### Where the registers sit

Other sequential cells in the stronger grey, the rest of the logic in the fainter grey.
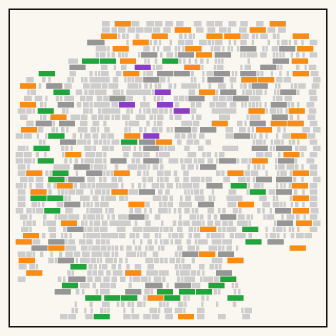
### Placement density heat map

14 x 14 tiles, from white (low) to dark blue (high), 0 to 100% covered.
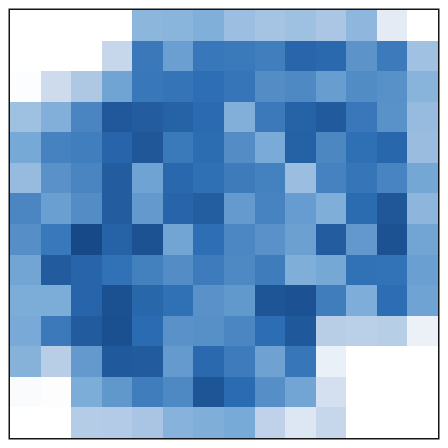
### Cell placement

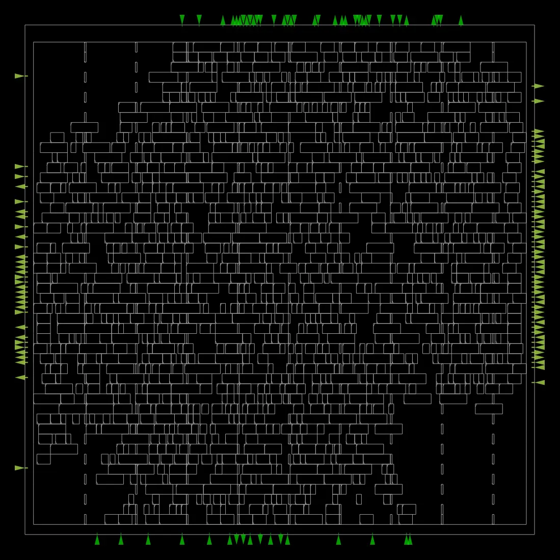
[src/rtl/mult_pkg.sv]
`default_nettype none
// ============================================================================
//  Module      : mult_pkg
//  Description : Shared definitions for the sequential multiplier slice.
//                Holds the default operand width and the controller state
//                encoding used by seq_mult_ctrl.
//  Revision    : 1.0  initial release
// ============================================================================
package mult_pkg;

    // Default operand width; the product is twice this wide.
    localparam int unsigned c_WIDTH_DEFAULT = 32;

    // Controller states.
    typedef enum logic [1:0] {
        IDLE = 2'd0,
        RUN  = 2'd1,
        DONE = 2'd2
    } state_t;

endpackage : mult_pkg
`default_nettype wire

[src/rtl/cla_add.sv]
`default_nettype none
// ============================================================================
//  Module      : cla_add
//  Description : WIDTH-bit parallel-prefix (Kogge-Stone) carry-lookahead
//                adder with carry-in and carry-out.
//  Ports       : i_a, i_b  - addends (WIDTH bits)
//                i_cin     - carry in
//                o_sum     - sum (WIDTH bits)
//                o_cout    - carry out of the most significant bit
//  Revision    : 1.0  initial release
// ============================================================================
module cla_add #(
    parameter int unsigned WIDTH = 32
) (
    input  logic [WIDTH-1:0] i_a,
    input  logic [WIDTH-1:0] i_b,
    input  logic             i_cin,
    output logic [WIDTH-1:0] o_sum,
    output logic             o_cout
);

    localparam logic [WIDTH-1:0] c_ONES = '1;

    logic [WIDTH-1:0] w_p0;     // bitwise propagate, reused for the sum
    logic [WIDTH-1:0] w_gk;     // group generate over [i:0] once the prefix completes
    logic [WIDTH-1:0] w_pk;     // group propagate over [i:0] once the prefix completes
    logic [WIDTH:0]   w_carry;  // w_carry[i] is the carry into bit i

    assign w_p0 = i_a ^ i_b;

    // Prefix tree: each pass doubles the span each (G,P) pair covers. Bits
    // below the span distance already reach bit 0, so they pass through
    // unchanged (zero-fill for G, one-fill for P).
    always_comb begin
        w_gk = i_a & i_b;
        w_pk = w_p0;
        for (int unsigned d = 1; d < WIDTH; d = d * 2) begin
            w_gk = w_gk | (w_pk & (w_gk << d));
            w_pk = w_pk & ((w_pk << d) | (c_ONES >> (WIDTH - d)));
        end
    end

    assign w_carry = {w_gk | (w_pk & {WIDTH{i_cin}}), i_cin};
    assign o_sum   = w_p0 ^ w_carry[WIDTH-1:0];
    assign o_cout  = w_carry[WIDTH];

endmodule : cla_add
`default_nettype wire

[src/rtl/seq_mult_ctrl.sv]
`default_nettype none
// ============================================================================
//  Module      : seq_mult_ctrl
//  Description : Unsigned radix-2 shift-add sequential multiplier. One
//                multiplier bit is retired per RUN cycle through a single
//                shared carry-lookahead adder.
//  Ports       : clk   - clock, all state updates on the rising edge
//                rst   - synchronous active-high reset
//                start - operation request, sampled only while ready=1
//                a, b  - multiplicand / multiplier (WIDTH bits, unsigned)
//                ready - a new start will be accepted
//                done  - one-cycle pulse, p valid for the last operation
//                p     - registered product (2*WIDTH bits)
//  Options     : SEQ_MULT_EARLY_TERM_EN - when defined, the operation ends
//                as soon as the unprocessed multiplier bits are all zero.
//  Revision    : 1.0  initial release
// ============================================================================
module seq_mult_ctrl
    import mult_pkg::*;
#(
    parameter int unsigned WIDTH = c_WIDTH_DEFAULT
) (
    input  logic               clk,
    input  logic               rst,
    input  logic               start,
    input  logic [WIDTH-1:0]   a,
    input  logic [WIDTH-1:0]   b,
    output logic               ready,
    output logic               done,
    output logic [2*WIDTH-1:0] p
);

    localparam int unsigned c_CNT_W = $clog2(WIDTH + 1);

    state_t               r_state;
    logic [WIDTH-1:0]     r_mcand;   // captured multiplicand
    logic [WIDTH-1:0]     r_acc_hi;  // upper half of the running product
    logic [WIDTH-1:0]     r_mq;      // unprocessed multiplier / lower product bits
    logic [c_CNT_W-1:0]   r_cnt;     // multiplier bits still to process
    logic                 r_ready;
    logic                 r_done;
    logic [2*WIDTH-1:0]   r_p;

    logic [WIDTH-1:0]     w_sum;
    logic                 w_cout;
    logic [WIDTH-1:0]     w_add_s;
    logic                 w_add_c;
    logic [2*WIDTH-1:0]   w_prod_nxt;
    logic [c_CNT_W-1:0]   w_cnt_nxt;
    logic                 w_finish;
    logic [2*WIDTH-1:0]   w_p_nxt;

    cla_add #(
        .WIDTH (WIDTH)
    ) u_cla_add (
        .i_a    (r_acc_hi),
        .i_b    (r_mcand),
        .i_cin  (1'b0),
        .o_sum  (w_sum),
        .o_cout (w_cout)
    );

    // One shift-add step: add the multiplicand when the current multiplier
    // bit is set, then shift {carry,sum,mq} right by one. The carry lands
    // in the top bit, so nothing is lost.
    assign w_add_s    = r_mq[0] ? w_sum : r_acc_hi;
    assign w_add_c    = r_mq[0] & w_cout;
    assign w_prod_nxt = {w_add_c, w_add_s, r_mq[WIDTH-1:1]};
    assign w_cnt_nxt  = r_cnt - 1'b1;

`ifdef SEQ_MULT_EARLY_TERM_EN
    // The low w_cnt_nxt bits of the shifted mq are the multiplier bits not
    // yet retired. If they are all zero the remaining steps would only
    // shift, so the product is the register pair shifted by that count.
    localparam logic [WIDTH-1:0] c_ONES = '1;
    logic [WIDTH-1:0] w_rem_mask;
    assign w_rem_mask = ~(c_ONES << w_cnt_nxt);
    assign w_finish   = ((w_prod_nxt[WIDTH-1:0] & w_rem_mask) == '0);
    assign w_p_nxt    = w_prod_nxt >> w_cnt_nxt;
`else
    assign w_finish   = (w_cnt_nxt == '0);
    assign w_p_nxt    = w_prod_nxt;
`endif

    always_ff @(posedge clk) begin
        if (rst) begin
            r_state  <= IDLE;
            r_mcand  <= '0;
            r_acc_hi <= '0;
            r_mq     <= '0;
            r_cnt    <= '0;
            r_ready  <= 1'b1;
            r_done   <= 1'b0;
            r_p      <= '0;
        end else begin
            case (r_state)
                IDLE, DONE: begin
                    r_done <= 1'b0;
                    if (start) begin
                        r_mcand  <= a;
                        r_mq     <= b;
                        r_acc_hi <= '0;
                        r_cnt    <= c_CNT_W'(WIDTH);
                        r_ready  <= 1'b0;
                        r_state  <= RUN;
                    end else begin
                        r_state  <= IDLE;
                    end
                end
                RUN: begin
                    // start is deliberately not looked at here.
                    r_acc_hi <= w_prod_nxt[2*WIDTH-1:WIDTH];
                    r_mq     <= w_prod_nxt[WIDTH-1:0];
                    r_cnt    <= w_cnt_nxt;
                    if (w_finish) begin
                        r_p     <= w_p_nxt;
                        r_ready <= 1'b1;
                        r_done  <= 1'b1;
                        r_state <= DONE;
                    end
                end
                default: begin
                    r_ready <= 1'b1;
                    r_done  <= 1'b0;
                    r_state <= IDLE;
                end
            endcase
        end
    end

    assign ready = r_ready;
    assign done  = r_done;
    assign p     = r_p;

endmodule : seq_mult_ctrl
`default_nettype wire

[config.mk]
export PLATFORM = sky130hd
export DESIGN_NAME = seq_mult_ctrl
export DESIGN_NICKNAME = d
export VERILOG_FILES = /design/src/rtl/mult_pkg.sv /design/src/rtl/cla_add.sv /design/src/rtl/seq_mult_ctrl.sv
export SDC_FILE = /design/constraint.sdc
export NUM_CORES = 1
export LEC_CHECK = 0
export ABC_CLOCK_PERIOD_IN_PS = 2970
export CORE_MARGIN = 2
export CORE_UTILIZATION = 46
export CTS_BUF_LIST = sky130_fd_sc_hd__clkbuf_4 sky130_fd_sc_hd__clkbuf_8
export DETAILED_ROUTE_END_ITERATION = 6
export HOLD_SLACK_MARGIN = 0.08
export PLACE_DENSITY = 0.73
export SETUP_SLACK_MARGIN = 0.02
export SLEW_MARGIN = 10
export SYNTH_ARGS = -nofsm -noshare
export SYNTH_HDL_FRONTEND = slang
export SYNTH_SLANG_ARGS = --single-unit
[constraint.sdc]
create_clock -name clk -period 2.97 [get_ports clk]
set_clock_uncertainty 0.2 [all_clocks]
set_input_delay 0.594 -clock clk [delete_from_list [all_inputs] [get_ports clk]]
set_output_delay 0.594 -clock clk [all_outputs]
set_load 0.03 [all_outputs]
==> design notes <==
The run finished with clean final reports. The clock drives 170 sinks. After technology mapping, the gate count stands at 1,038. Entering global routing, the biggest net connects 63 pins.

Wires add up to 21,800 µm. Leaving out fill and tap cells, the most frequent cells in the layout are nand2_1 (259), dfxtp_1 (165), clkdlybuf4s50_1 (131), a21oi_1 (109), nor2_1 (91). The count of nets left with antenna violations once routing finished came out at 0. The number of DRC violations after detailed-routing iteration 0 came out at 417. The tools report the clock tree root buffer cell as clkbuf_8. The leakage power was 3.960 nW; the mean instance size in the synthesized netlist was 7.947 µm². The most common logic cell in the final layout is nand2_1. Of the available clock period, the critical path in the final layout requires 99.36%.

For the worst min-delay path, the startpoint reported by OpenROAD is p[63]$_SDFFE_PP0P_. The arrival time of data at the worst endpoint is listed as 3090 ps. With the initial antenna violation count at 0, the leftover overflow at the end of global routing is 0. The placement report lists the number of port buffers as 132. The clock transition at the register clock pins on the worst setup and hold paths after CTS is 90 ps. The area growth from synthesis to layout is 27.71%. According to the hold report, the worst path is of the reg2reg type. The congestion estimate from routability-driven global placement came to 0.9374. With the count of maximum capacitance violations at 0, the minimum setup slack in the final design is 18.90 ps. The die is 137.9 µm tall. Cells with a size suffix above 1 make up 11.30% of the layout. Grouping non-sequential cells by family puts the most area in AND-OR/OR-AND gates. The run gives 21.25% for the share of synthesized cell area in and, or, nand and nor gates. Start-to-end type of the worst setup path: reg2reg.

Looking at the VDD voltage map, the peak drop is 0.0003383 V. The launching element of the worst setup path is r_mcand[0]$_SDFFE_PP0P_. Synthesis instantiated 65 different standard cells from the library. The clock period could shrink to 2951 ps. The worst setup path is captured at a flop.

For the detailed-routing iteration count for the pre-antenna-repair pass, the log shows 5. The run gives 29 for the number of warnings in the stage logs. The final max-slew violation count recorded for this run is 0. The tools report the die area as 0.01902 mm². Deepest clock path buffer count: 2.

Dividing the detail-routed wire length by the instance count gives 15.45 µm. The run gives 7,123 as the number of global-route vias before repair. Setup slack on the worst path after placement came out at -84.16 ps. Summing the areas of all compound-gate instances in the mapped netlist gives 22.98% of the synthesized area. For reference, the mux area share after synthesis is 2.336%. In this build the clock could be raised as far as 338.9 MHz.

The report shows a maximum critical-path fanout of 4. After layout, the design draws a total of 4.825 mW. For reference, XOR and XNOR gates occupy 2.336% of the area reported after synthesis. The first global-routing pass estimated 34,570 µm of wire.
Notes on 'Where the registers sit' above:
| colour | netlist name | sequential cells |
|---|---|---|
| purple | r_cnt | 6 |
| green | r_mcand | 32 |
| orange | p | 64 |
sequential cell area: 0.003410 mm²
power of the sequential group: 2.44 mW
fraction of standard cell area that is sequential: 32.36%
final core utilization: 60.49%

Notes on 'Placement density heat map' above:
emptiest ninth of the die: south-east
nearly empty tiles: 11%
tiles over 75% full: 22%
fullest tile: 90%
mean over tiles: 54%

Notes on 'Cell placement' above:
num sequential: 170
fill cell total of the finished layout: 1,575
core box area: 0.01742 mm²

[per-layer routing]
metal	wire length, µm	global-route usage (%)
met5	0	0
met4	297	7.426
met3	1183	4.020
met2	10070	36.44
met1	10250	31.18
[per-stage QoR]
stage	setup TNS [ps]	cell area (µm²)
floorplan	0	8252
global placement	-29.27	9931
detailed placement	-315.6	9931
CTS	0	10410
global route	-620.2	10540
finish	0	10540
[critical path: stages, from the launching register on]
cell       delay (ps)
dfxtp_2           350
ha_4              160
fa_2              360
a211oi_4          240
o21ai_2           130
a2111oi_4         360
nor3_2            100
or2_4             260
or3_4             340
a31oi_2           230
o21ai_1           110
[final timing paths]
check | endpoint | slack [ps] | cells past startpoint
max | r_acc_hi[21]$_SDFFE_PP0P_ | 20 | 10
min | p[63]$_SDFFE_PP0P_ | 250 | 2
max reg2reg | r_acc_hi[21]$_SDFFE_PP0P_ | 20 | 10
min reg2reg | p[63]$_SDFFE_PP0P_ | 250 | 2
[layout make-up]
cell class | count | area share, %
clock buffer | 18 | 2.352
sequential | 170 | 32.36
multi-input combinational | 787 | 43.82
tap | 225 | 2.672
inverter | 15 | 0.5344
clock inverter | 14 | 1.698
timing repair buffer | 182 | 16.56
[registers in the layout, indices dropped and copies added, names as in the netlist]
register	cells
done	1
p	64
r_acc_hi	32
r_cnt	6
r_mcand	32
r_mq	32
r_state	2
ready	1
[where the power goes]
| part | internal, mW | total (mW) | switching, mW |
|---|---|---|---|
| registers | 2.37 | 2.44 | 0.0684 |
| logic | 0.263 | 0.613 | 0.351 |
| clock network | 0.812 | 1.78 | 0.963 |
| total | 3.44 | 4.82 | 1.38 |
[cells by family (layout without fill, tap and decap cells)]
family,count (synthesis),count (layout)
AND-OR/OR-AND,287,287
XOR/XNOR,22,22
adder cells (fa/ha/maj),35,35
buffers and inverters,81,229
flip-flops,170,170
multiplexers,19,19
AND/OR/NAND/NOR,424,424
[timing repair]
item	4_1_cts	5_1_grt
pin swaps	3	16
setup buffers	2	6
cloned	0	0
resized	7	20
hold endpoints to repair	0	0
endpoints found under the setup margin	14	23
[cell usage after synthesis, drive strengths merged (8+ instances only)]
| cell type | instances | area, µm² |
|---|---|---|
| a21o | 13 | 98.85 |
| dfxtp | 170 | 3403 |
| nor2 | 93 | 349.1 |
| mux2i | 17 | 170.2 |
| xnor2 | 15 | 131.4 |
| nand2 | 261 | 982.2 |
| nor3 | 17 | 95.09 |
| nand3 | 9 | 45.04 |
| a211oi | 28 | 245.2 |
| buf | 15 | 78.82 |
| nand4 | 9 | 56.30 |
| a21oi | 112 | 560.5 |
| o21bai | 8 | 60.06 |
| a311oi | 33 | 289.0 |
| inv | 14 | 52.55 |
| clkbuf | 51 | 231.5 |
| nand2b | 8 | 50.05 |
| ha | 34 | 425.4 |
| o21ai | 58 | 294.0 |
| or3 | 8 | 51.30 |
Power is estimated from default activity; no workload was simulated.
